power_grid.png
The bar under the picture is 20 um long. Pins as bars on the die edge.
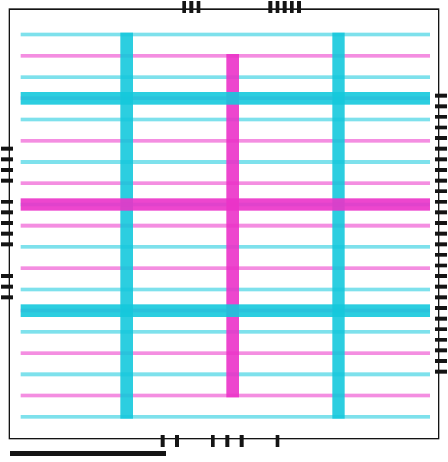
placement_by_type.png
The bar under the picture is 20 um long.
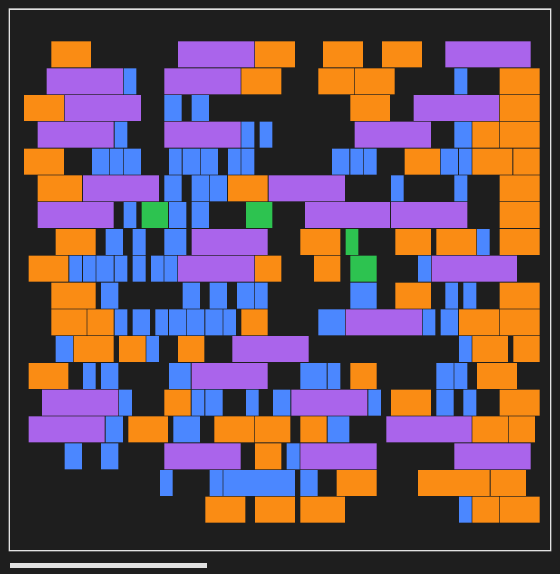
clk_routes.png
The bar under the picture is 20 um long.
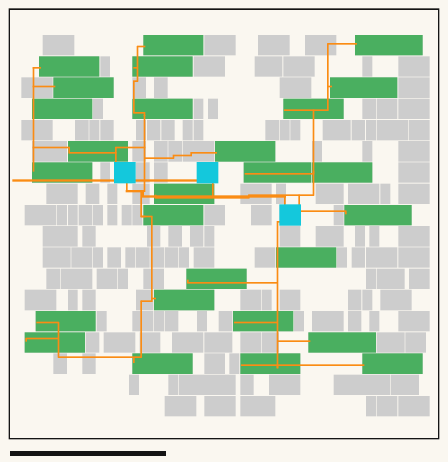
wires.png
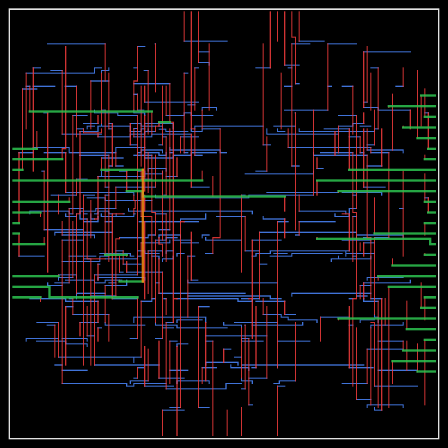
**config.mk**
```make
export PLATFORM = sky130hd
export DESIGN_NAME = instr_field_decoder
export DESIGN_NICKNAME = d
export VERILOG_FILES = /design/src/rtl/instr_field_decoder_pkg.sv /design/src/rtl/instr_field_decoder_onehot.sv /design/src/rtl/instr_field_decoder.sv
export SDC_FILE = /design/constraint.sdc
export NUM_CORES = 1
export LEC_CHECK = 0
export ABC_AREA = 1
export CAP_MARGIN = 20
export CORE_UTILIZATION = 39
export CTS_CLUSTER_DIAMETER = 30
export DETAILED_ROUTE_END_ITERATION = 6
export PLACE_DENSITY = 0.83
export SKIP_CTS_REPAIR_TIMING = 1
export SLEW_MARGIN = 5
export SYNTH_ARGS = -nofsm -noshare
export SYNTH_HDL_FRONTEND = slang
export SYNTH_SLANG_ARGS = --single-unit
export TNS_END_PERCENT = 20
```
**constraint.sdc**
```tcl
create_clock -name clk -period 1 [get_ports clk]
set_clock_uncertainty 0.05 [all_clocks]
set_input_delay 0.2 -clock clk [delete_from_list [all_inputs] [get_ports clk]]
set_output_delay 0.2 -clock clk [all_outputs]
set_load 0.03 [all_outputs]
```
**src/rtl/instr_field_decoder_pkg.sv**
```systemverilog
// Shared instruction-format definitions: word/opcode widths, field bit positions,
// the decoded-field bundle and the slicing helper used by the field decoder.
package instr_field_decoder_pkg;

  localparam int INSTR_W  = 10;
  localparam int OPCODE_W = 4;
  localparam int ONEHOT_W = 1 << OPCODE_W;

  localparam int OPC_MSB  = 9;
  localparam int OPC_LSB  = 6;
  localparam int RI1_MSB  = 5;
  localparam int RI1_LSB  = 2;
  localparam int F51_MSB  = 5;
  localparam int F51_LSB  = 1;
  localparam int RI2_MSB  = 5;
  localparam int RI2_LSB  = 0;
  localparam int F10_MSB  = 1;
  localparam int F10_LSB  = 0;
  localparam int ARG2_BIT = 1;
  localparam int BIT0_BIT = 0;

  // Field slices overlap on purpose; each member is a raw copy of its bit range.
  typedef struct packed {
    logic [OPC_MSB-OPC_LSB:0] opcode;
    logic [RI1_MSB-RI1_LSB:0] ri1;
    logic [F51_MSB-F51_LSB:0] f51;
    logic [RI2_MSB-RI2_LSB:0] ri2;
    logic [F10_MSB-F10_LSB:0] f10;
    logic                     arg2;
    logic                     bit0;
  } decoded_instr_t;

  function automatic decoded_instr_t slice_fields(input logic [INSTR_W-1:0] instr);
    decoded_instr_t d;
    d.opcode = instr[OPC_MSB:OPC_LSB];
    d.ri1    = instr[RI1_MSB:RI1_LSB];
    d.f51    = instr[F51_MSB:F51_LSB];
    d.ri2    = instr[RI2_MSB:RI2_LSB];
    d.f10    = instr[F10_MSB:F10_LSB];
    d.arg2   = instr[ARG2_BIT];
    d.bit0   = instr[BIT0_BIT];
    return d;
  endfunction

endpackage

```
**src/rtl/instr_field_decoder_onehot.sv**
```systemverilog
// Combinational 4-to-16 opcode decoder; every opcode value maps to exactly one set bit.
module opcode_onehot_dec
  import instr_field_decoder_pkg::*;
(
  input  logic [OPCODE_W-1:0] i_opcode,
  output logic [ONEHOT_W-1:0] o_onehot
);

  assign o_onehot = {{(ONEHOT_W-1){1'b0}}, 1'b1} << i_opcode;

endmodule

```
**src/rtl/instr_field_decoder.sv**
```systemverilog
// Registered instruction field decoder: captures one instruction per valid cycle and
// presents its field slices plus a one-hot opcode one cycle later.
module instr_field_decoder
  import instr_field_decoder_pkg::*;
(
  input  logic                clk,
  input  logic                rst,
  input  logic [INSTR_W-1:0]  instr,
  input  logic                instr_valid,
  output logic                out_valid,
  output logic [3:0]          opcode,
  output logic [3:0]          read_i1_write_i,
  output logic [4:0]          five_to_one,
  output logic [5:0]          read_i2_write_d_write_data,
  output logic [1:0]          one_to_zero,
  output logic                arg2,
  output logic                bit0,
  output logic [ONEHOT_W-1:0] opcode_onehot
);

  decoded_instr_t        w_dec;
  logic [ONEHOT_W-1:0]   w_onehot;
  decoded_instr_t        r_dec;
  logic [ONEHOT_W-1:0]   r_onehot;
  logic                  r_valid;

  assign w_dec = slice_fields(instr);

  opcode_onehot_dec u_onehot (
    .i_opcode (w_dec.opcode),
    .o_onehot (w_onehot)
  );

  // Reset wins over capture; fields hold when idle so an undriven instr cannot leak through.
  always_ff @(posedge clk) begin
    if (rst) begin
      r_dec    <= '0;
      r_onehot <= '0;
      r_valid  <= 1'b0;
    end else if (instr_valid) begin
      r_dec    <= w_dec;
      r_onehot <= w_onehot;
      r_valid  <= 1'b1;
    end else begin
      r_valid  <= 1'b0;
    end
  end

  assign out_valid                  = r_valid;
  assign opcode                     = r_dec.opcode;
  assign read_i1_write_i            = r_dec.ri1;
  assign five_to_one                = r_dec.f51;
  assign read_i2_write_d_write_data = r_dec.ri2;
  assign one_to_zero                = r_dec.f10;
  assign arg2                       = r_dec.arg2;
  assign bit0                       = r_dec.bit0;
  assign opcode_onehot              = r_onehot;

endmodule

```
==> design notes <==
Looking at the VDD voltage map, the peak drop is 0.00119 V. Per the summary, power density relative to cell area is 1210 mW/mm2. The worst register-to-register path ends at opcode_onehot[7].

The tightest hold path in the finished design has a slack of 217 ps. The register bit total from synthesis is 27. The y dimension of the die works out to 54.8 um. The final worst-path cycle share works out to 1.12. With the post-route setup TNS at -3130 ps, the switching power as a share of total power is 0.291. Family with the most delay on the worst path: flip-flops.

The area of the core is 0.00257 mm2. The reported max-cap violation count is 0. With the average cell area after synthesis at 8.06 um2, the reported leakage power is 0.749 nW. The headroom to the max-slew limit came out at 0.825. The run gives 0.167 as the global-route usage over all layers.

The run gives 0.549 as the part of the power in registers. The critical path ends at read_i1_write_i[0]. Endpoints failing hold in the final report were tallied at 0. The number of nets in the synthesized netlist is 148. The run gives 4.94 for the number of vias per cell. The synth_stat.txt file lists the number of cells as 135.

STA lists the startpoint of the worst register-to-register path as opcode_onehot[7]. For this run, the post-layout net count is 196. The core utilization at floorplan is 0.424, and the number of synthesis warnings is 0.

The library cell used as clock root buffer was sky130_fd_sc_hd__clkbuf_4. The number of top-level design ports was 53. In the hold report, the worst path ends at opcode_onehot[14]. TritonCTS built the clock tree. The logs give 750 ps for the worst path required time and 310 ps for the clock latency reported for the late side of the worst-skew pair. After the first detailed-routing iteration, the DRC count stood at 13. The tool warning count for the run is 27. The critical path arrival is 870 ps. The number of antenna violations at the first check in global routing was 0.

In the synthesis report, Yosys lists the chip area as 0.00109 mm2. For the synthesized instance count, the log shows 135. The flow ran to the end, but the final reports show violations.

The synthesized area was 0.00109 mm2. The buffers plus inverters on the worst setup path works out to 1. The clock transition time at the flip-flop clock pins of the worst setup and hold paths works out to 140 ps. Path type of the worst min-delay path: input pin to flip-flop. STA lists the maximum fanout along the critical path as 4. After floorplanning, the die was sized to cover 0.00301 mm2. The total internal power was 0.00148 W; the final worst-path setup slack was -118 ps.

In this run the horizontal extent of the chip is 54.8 um. The final reports fail on negative setup slack. For the share of total power in the clock network, the log shows 0.224. In this run the deepest clock path goes through 2 buffers. The critical path goes through buf_4. The final-report max-slew violation count was 0.

Setup repair after global routing could not meet its margin everywhere. Per the finish-stage timing summary, setup violations number 40. The standard-cell row count was 18. Counting every sink on the clock net gives 27. Per the placement report, the placed cell count is 208.

The startpoint type of the worst setup path was a flip-flop. For this run, design rule violations remaining after detail routing come to 0. The peak per-stage delay on the critical path works out to 380 ps. The timing report shows that the slowest cell on the worst path is sky130_fd_sc_hd__dfxtp_2. The count of distinct cell types in the synthesized netlist is 13. The tools report the start point of the worst min-delay path as instr[6].

The routed design has 2760 um of wire. The filler-free cell count of the finished design is 212, and the antenna cell count is 0. The routed layout has 1048 vias. The instance count on the critical path came out at 1. Combinational share of power: 0.228. Recorded from the global router log, the overflow total was 0. The share of cells above drive strength 1 works out to 0.473.

The library cells used most frequently in the layout, excluding fill and tap cells, are sky130_fd_sc_hd__buf_6, sky130_fd_sc_hd__nand2_1, sky130_fd_sc_hd__a21oi_1, sky130_fd_sc_hd__dfxtp_2, sky130_fd_sc_hd__buf_4. With the H-tree depth at 1, the layout overhead on the synthesized area is 57.8%. The final timing report derives a shortest allowable period of 1120 ps.

Endpoint kind of the worst setup timing path: an output port. The buffer_ports step reported a buffer count of 52. For the core occupancy in the finished layout, the log shows 0.669.

The pin count of the biggest net entering global routing was 28. The actual transition at the worst max-transition pin came out at 262 ps. The logs give 3 for the total clock buffers created by CTS and 0.497 for the share of synthesized area occupied by flip-flops and latches. Cell count of the worst reg-to-reg path: 3. The logs give 0.879 for the weighted congestion at the end of routability-driven global placement and 880 for the via count of the first global-routing pass. The origin of the worst setup path was read_i1_write_i[0]. Category of the critical setup timing path: flip-flop to output port. The first TritonRoute pass finished after 4 iterations. The wire-length estimate of the detail-placed layout is 1880 um. For this design the total switching power over the nets is 0.000607 W. In this run the register-to-register setup slack is 220 ps.

The average routed wire per standard cell was 13.0 um. The run gives 895 MHz for the highest attainable clock frequency. The worst setup slack before clock tree synthesis was -390 ps; the number of antenna-violating nets in the routed design was 0. In the hold timing report, the worst path depth is 4. For the global-route wire length before repair, the log shows 3620 um.

By instance count after routing, the leading logic cell type is sky130_fd_sc_hd__buf_6.
-- power_grid.png (at the start) --
cyan -> VSS
magenta -> VDD
met5 straps = 3
met4 straps = 3
rows = 18

-- placement_by_type.png (at the start) --
green -> clock drivers and dummy loads  # cells 4, share of their area 1.6%
orange -> remaining buffers and delay cells  # cells 63, share of their area 39%
blue -> combinational and other logic  # cells 88, share of their area 25%
purple -> sequential cells  # cells 27, share of their area 35%

-- clk_routes.png (at the start) --
cyan -> clock drivers  # count 3
green -> flip-flops  # count 27
orange -> clock wires  # length 294 um
routed clock nets = 4

-- wires.png (at the start) --
green -> metal 3  # wire length 261 um
orange -> metal 4  # wire length 14.3 um
red -> metal 2  # wire length 1430 um
blue -> metal 1  # wire length 1050 um

registers in the layout, summed over array words and instances, names as in the netlist:
register / count
opcode_onehot: 16
out_valid: 1
read_i2_write_d_write_data: 1
five_to_one: 1
read_i1_write_i: 4
opcode: 4
synth_stat cells (all sizes together):
cell,number,area share
a211oi,3,0.021
a21boi,1,0.0069
a21oi,22,0.10
buf,20,0.13
clkinv,1,0.0046
dfxtp,27,0.50
inv,4,0.014
nand2,34,0.12
nand3,12,0.055
nor2,11,0.053
final cells by class:
class | count | area [um2]
tap | 30 | 37.5
inverter | 5 | 22.5
clock buffer | 4 | 26.3
timing repair buffer | 63 | 654
fill | 220 | 850
sequential | 27 | 587
multi-input combinational | 83 | 390
cells by family after synthesis:
logic type             Yosys count  synth area share
AND-OR/OR-AND                   26             0.129
buffers and inverters           25             0.149
flip-flops                      27             0.497
AND/OR/NAND/NOR                 57             0.225
power by group through the flow:
stage	logic, W	registers, W	clock network (W)
floorplan	0.000207	0.00123	0
global placement	0.000433	0.00116	0
detailed placement	0.000438	0.00116	0
CTS	0.000440	0.00114	0.000481
global route	0.000505	0.00115	0.000520
finish	0.000475	0.00114	0.000466
metal layers:
metal,vias up,wire (um),GRT usage
li1,517,-,-
met1,479,1050,0.184
met2,50,1430,0.321
met3,2,260,0.0500
met4,0,14,0.0128
met5,-,0,0
worst reg2reg max path, cell delays in order (launching register included):
cell and delay [ps]:
sky130_fd_sc_hd__dfxtp_2 350, sky130_fd_sc_hd__nand2_1 60, sky130_fd_sc_hd__a21boi_0 180, sky130_fd_sc_hd__nor2_1 50
stage by stage:
step | power (W) | area (um2)
3_5_place_dp | 0.00160 | 1500
4_1_cts | 0.00206 | 1530
5_1_grt | 0.00217 | 1720
2_1_floorplan | 0.00143 | 1090
6_report | 0.00208 | 1720
3_3_place_gp | 0.00159 | 1500
Power figures rest on the tool's default switching activity, not on a simulated workload.
